==> config.mk <==
export PLATFORM = sky130hd
export DESIGN_NAME = sr_bank_ctrl_flat
export DESIGN_NICKNAME = d
export VERILOG_FILES = /design/src/rtl/sr_bank_ctrl_if.sv /design/src/rtl/sr_bank_ctrl.sv /design/src/flat_wrapper.sv
export SDC_FILE = /design/constraint.sdc
export NUM_CORES = 1
export LEC_CHECK = 0
export ABC_AREA = 1
export CELL_PAD_IN_SITES_DETAIL_PLACEMENT = 0
export CELL_PAD_IN_SITES_GLOBAL_PLACEMENT = 1
export CORE_ASPECT_RATIO = 0.7
export CORE_UTILIZATION = 28
export DETAILED_ROUTE_END_ITERATION = 12
export PLACE_DENSITY = 0.73
export SETUP_SLACK_MARGIN = 0.3
export SLEW_MARGIN = 20
export SYNTH_ARGS = -nofsm -noshare
export SYNTH_HDL_FRONTEND = slang
export SYNTH_SLANG_ARGS = --single-unit
==> constraint.sdc <==
create_clock -name clk -period 1.3 [get_ports clk]
set_clock_uncertainty 0.1 [all_clocks]
set_input_delay 0.13 -clock clk [delete_from_list [all_inputs] [get_ports clk]]
set_output_delay 0.13 -clock clk [all_outputs]
set_load 0.03 [all_outputs]
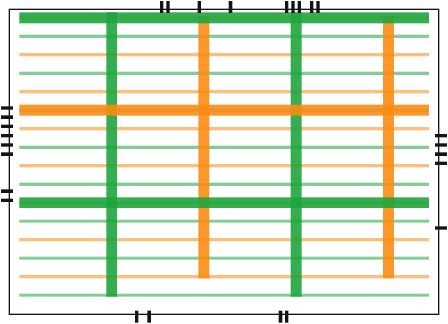
*Supply network, run 1*
Pins as bars on the die edge.
- orange: VDD
- green: VSS
- met4 straps: 4
- signal pins: 26
Vert. Die Dim: 44.7 um
placeable core region: 2460 um^2

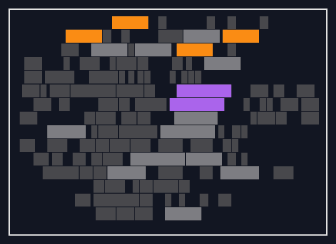
*Register map, names as in the netlist, run 1*
- purple: u_core.idx_q (sequential cells 2)
- orange: u_core.bus.S (sequential cells 4; where top center)
- not colored: 12
fraction of area in registers: 31.5%
area used by sequential logic in the layout: 408 um^2

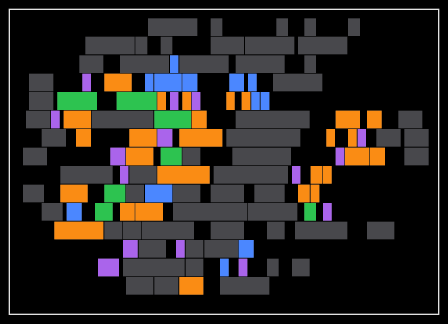
*Gate families picked out, run 1*
- blue: nor cells (cells 12)
- orange: nand cells (cells 27)
- purple: inv cells (cells 15)
- green: aoi and oai cells (cells 7)
share of cell area taken by multi-input logic gates: 33.8%
most common cell after layout, fill and taps aside: sky130_fd_sc_hd__clkdlybuf4s50_1
non-filler cells in the finished layout: 154

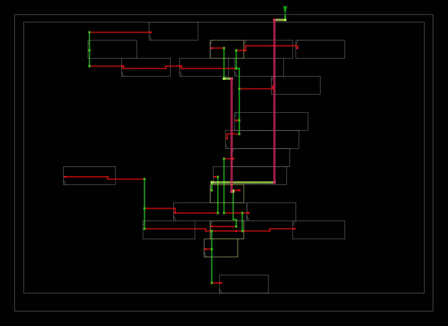
*Clock nets, run 1*
clock buffer count from CTS: 3
insertion delay to the later sink of the worst-skew pair: 250 ps
final-layout clock buffer total: 4
clock network power: 448 uW

==> results.yml, run 1 <==
# generated from flow reports
run:
  drv.max_cap_violation_count: 0
synth:
  adder_share_pct: 5.15
  ys_seq_share_pct: 55.0
  yosys_warnings: 0
  mappedNetlistArea_um2: 728
  synth-xor-area-share_pct: 0
  synth.most_common_cell: "sky130_fd_sc_hd__nand2_1"
  ys_top_logic_family: "simple AND/OR/NAND/NOR gates"
  enable_flop_cells: 4
  synth.mux.area_fraction_pct: 0
  synthAoiAreaFrac_pct: 6.70
  yosys_cells: 82
  syn_avg_cell_area_um2: 8.88
  synth.area.top_cells: "sky130_fd_sc_hd__dfxtp_1, sky130_fd_sc_hd__edfxtp_1, sky130_fd_sc_hd__nand2_1, sky130_fd_sc_hd__inv_1, sky130_fd_sc_hd__nor2_1"
  top_area_share_pct: 38.5
grt:
  groute.usage.overall_pct: 11.7
  antenna_found_initial: 0
  gr-usage-met3_pct: 1.55
critical_path:
  path_cells: "inv_4 -> ha_4 -> buf_4 -> buf_6 -> nand2_4 -> o221ai_2 -> inv_1"
  ff2ff_path_depth: 7
  cpPeakStageDelay_ps: 340
  worstPathRequired_ps: 1340
  crit_fanout: 3
  cp_data_arrival_time_ps: 1330
layout:
  n_all_buffers: 34
  final_cell_mix: "sky130_fd_sc_hd__clkdlybuf4s50_1, sky130_fd_sc_hd__inv_1, sky130_fd_sc_hd__dfxtp_1"
  final_design_area_no_fill_um2: 1300
  postLayoutCoreUtil_pct: 52.7
  nonClockInverterCount: 15
  num-fill-cells: 238
  non_clock_buffer_area_share_pct: 21.9
  syn_to_final_growth_pct: 78.0
power_and_ir_drop:
  seq_power_share_pct: 33.4
  power_frac_clock_pct: 18.8
  pwr.group.sequential_uw: 797
placement:
  pre_cts_ws_ps: -164
  i_o_buffers: 25
  placed_cell_area_um2: 1060
  placed_cells: 143
timing:
  finalCriticalPeriod_ps: 1290
  slew-limit-headroom_pct: 75.8
  final_critical_path_setup_slack_ps: 15.0
  finalClockPeriodUsage_pct: 98.8
floorplanning:
  die_x_um: 63.0
  io_pins: 26
  num_rows: 15
  design.die.area_um2: 2810
cts:
  cts_buffer_depth: 2
  worst_setup_hold_path_clk_slew_ps: 70
  tritoncts: "built"
drt:
  final_routed_wirelength_across_all_metal_layers_um: 1630
  dr_total_vias: 650
outcome:
  outcome: "finished, final reports clean"
==> run 1: cell families after synthesis <==
logic type | count (synthesis)
compound gates | 7
flops | 18
simple gates | 39
fa+ha+maj | 3
buf+inv | 15
==> run 1: worst max-delay path, delay by kind of cell, from the launching register on <==
kind	cells	cell delay, ps
flip-flops	1	340
adder cells (fa/ha/maj)	1	160
AND-OR/OR-AND	1	170
AND/OR/NAND/NOR	1	60
buffers and inverters	4	350
==> run 1: metal layers <==
metal  part of all wire [%]  up-vias
met2                     46       23
met1                     44      286
li1                       -      335
met3                    5.5        6
met4                    3.9        0
met5                      0        -
==> run 1: repair_timing <==
item,4_1_cts,5_1_grt
setup endpoints to repair,32,26
endpoints found under the hold margin,0,0
pin swaps,5,7
setup buffers,5,2
gates resized,72,36
### Cells colored by class, run 1

Scale bar: 20 um. Fill, decap, tap and diode cells in gray.
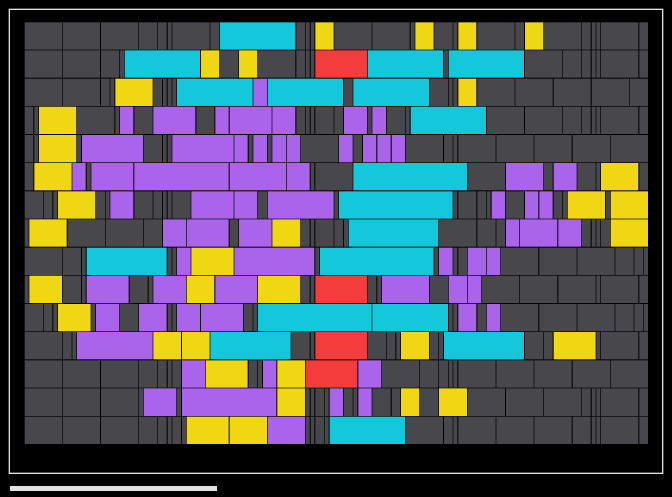

## Run 2: what changed since run 1
- CORE_ASPECT_RATIO: 0.7 -> default
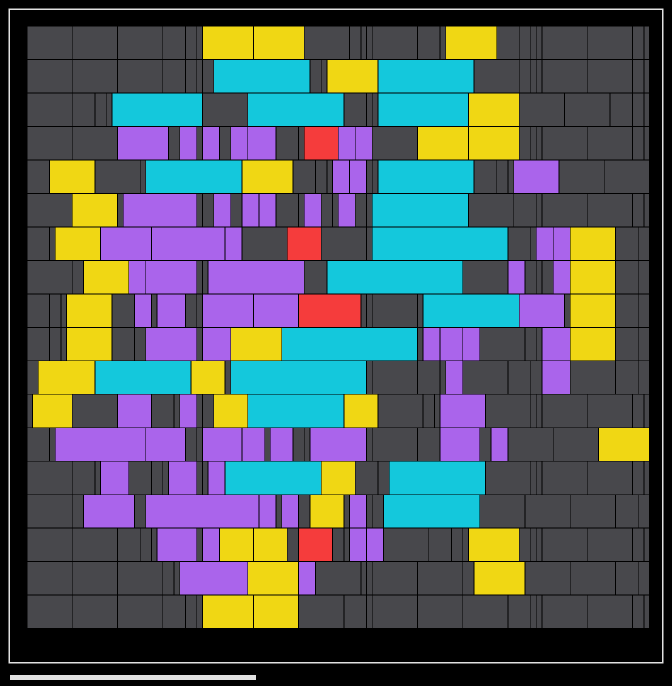
*Cells colored by class, run 2*
Scale bar: 20 um. Fill, decap, tap and diode cells in gray.
- cyan: sequential cells (cells 18; share of their area 33%)
- yellow: remaining buffers and delay cells (cells 34; share of their area 27%)
- red: clock drivers and dummy loads (cells 4; share of their area 2.9%)
- purple: combinational and other logic (cells 64; share of their area 36%)
fraction of area in registers: 32.3%
Post-Layout Inst Area: 1290 um^2
# rows: 18
fin util: 51.9%
placeable core region: 2480 um^2

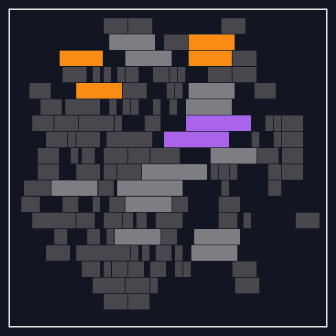
*Register map, names as in the netlist, run 2*
- purple: u_core.idx_q (sequential cells 2)
- orange: u_core.bus.S (sequential cells 4)
- not colored: 12
Seq. pwr: 785 uW
area used by sequential logic in the layout: 415 um^2

==> run 2 against run 1 <==
Against the previous run: non-clock buffer count stayed put; first-iteration DRC count is 70% lower; worst hold slack worse by 120 ps; routed wire length is 13% lower; clock-buffer cell count stayed put; highest routed layer unchanged.
==> results.yml, run 2 <==
# generated from flow reports
synth:
  adder_share_pct: 5.15
  synth.largest_area_cell: "sky130_fd_sc_hd__dfxtp_1"
  synth-xor-area-share_pct: 0
  synth_top_flop_cell: "sky130_fd_sc_hd__dfxtp_1"
  synth.cells.most_frequent: "sky130_fd_sc_hd__nand2_1, sky130_fd_sc_hd__dfxtp_1, sky130_fd_sc_hd__inv_1"
  ys_seq_share_pct: 55.0
  enable_flop_cells: 4
  ys_types: 18
  syn_avg_cell_area_um2: 8.88
  synth.ff_latch_count: 18
  yosys_cells: 82
  synth.area.top_cells: "sky130_fd_sc_hd__dfxtp_1, sky130_fd_sc_hd__edfxtp_1, sky130_fd_sc_hd__nand2_1, sky130_fd_sc_hd__inv_1, sky130_fd_sc_hd__nor2_1"
  synthAoiAreaFrac_pct: 6.70
  ys_sh_simple_pct: 25.4
  mappedNetlistArea_um2: 728
  ys_top_logic_family: "simple AND/OR/NAND/NOR gates"
  top_area_share_pct: 38.5
  synth.most_common_cell: "sky130_fd_sc_hd__nand2_1"
  yosys_warnings: 0
  synthesis_area_per_yosys_um2: 728
  synth.mux.area_fraction_pct: 0
placement:
  dpl.hpwl_um: 1000
  i_o_buffers: 25
  placed_cells: 139
  placed_cell_area_um2: 1050
  pre_cts_ws_ps: -154
critical_path:
  critPathCaptureType: "primary output"
  cp.buffers_inverters: 3
  critical_path.top_delay_family: "flip-flops"
  path_cells: "inv_2 -> ha_4 -> inv_6 -> buf_6"
  cpPeakStageDelay_ps: 350
  timing.setup.critical_path_class: "reg -> out"
  critical_path_depth: 4
  crit_fanout: 3
  ff2ff_path_depth: 7
  worstPathRequired_ps: 1070
  cp_data_arrival_time_ps: 1040
cts:
  clock_latency_ps: 290
  cts_buffer_depth: 2
  cts-buffers-inserted: 3
  tritoncts: "built"
  worst_setup_hold_path_clk_slew_ps: 100
layout:
  final_layout_clock_buffer_total: 4
  post_layout_nonfiller_instances: 150
  area.share.combinational_pct: 30.4
  syn_to_final_growth_pct: 76.6
  num-fill-cells: 238
  multiInputCombCellCount: 49
  post_route_cells_drive_above_1_share_pct: 55.0
  n_antenna_cell: 0
  final_cell_mix: "sky130_fd_sc_hd__buf_6, sky130_fd_sc_hd__dfxtp_2, sky130_fd_sc_hd__clkdlybuf4s50_1"
  layout.cells.most_common: "sky130_fd_sc_hd__buf_6"
  nonClockInverterCount: 15
  non_clock_buffer_area_share_pct: 26.6
  n_all_buffers: 34
  ff_count: 18
  final-comb-area_um2: 392
timing:
  finalHoldViolCount: 0
  finalCriticalPeriod_ps: 1270
  slew-limit-headroom_pct: 80.7
  finalClockPeriodUsage_pct: 97.7
  rsz0062_at_grt: "yes"
  achievable-frequency_mhz: 787
  final_critical_path_setup_slack_ps: 30.0
floorplanning:
  die_x_um: 53.0
  design.die.area_um2: 2810
  die.size.y_um: 53.0
  io_pins: 26
power_and_ir_drop:
  p_leak_uw: 0.000573
  cellPowerDensity_nw_per_um2: 1670
run:
  warning_count: 31
  drv.max_cap_violation_count: 0
drt:
  drc: 0
  avgRoutedWirePerCell_um: 9.48
  final_routed_wirelength_across_all_metal_layers_um: 1420
  vias_per_cell: 4.21
  dr_total_vias: 631
  drt_iter0_drc: 3
grt:
  groute.usage.overall_pct: 11.4
  antenna_found_initial: 0
  grt-ovfl-total: 0
hold_path:
  whs_path_depth: 3
  hold_class: "in -> reg"
outcome:
  outcome: "finished, final reports clean"
run 2: cell counts after synthesis:
No cell type changed its count.
run 2: repair_timing:
| item | 4_1_cts | 5_1_grt |
|---|---|---|
| pin swaps | 7 | 3 |
| setup buffers | 7 | 0 |
| setup endpoints to repair | 32 | 34 |
| hold buffers | 0 | 0 |
| gates resized | 84 | 35 |
run 2: per-layer routing:
| layer | up-vias | part of all wire, % | routed length (um) | GRT usage, % |
|---|---|---|---|---|
| met5 | - | 0 | 0 | 0 |
| li1 | 330 | - | - | - |
| met1 | 280 | 44 | 625 | 13.9 |
| met2 | 17 | 48 | 689 | 18.1 |
| met4 | 0 | 2.5 | 36 | 9.21 |
| met3 | 4 | 4.9 | 70 | 0.862 |
run 2: power by group:
group / internal, uW / switching (uW)
logic: 491 / 534
registers: 714 / 71.2
clock network: 171 / 165
Power figures rest on the tool's default switching activity, not on a simulated workload.
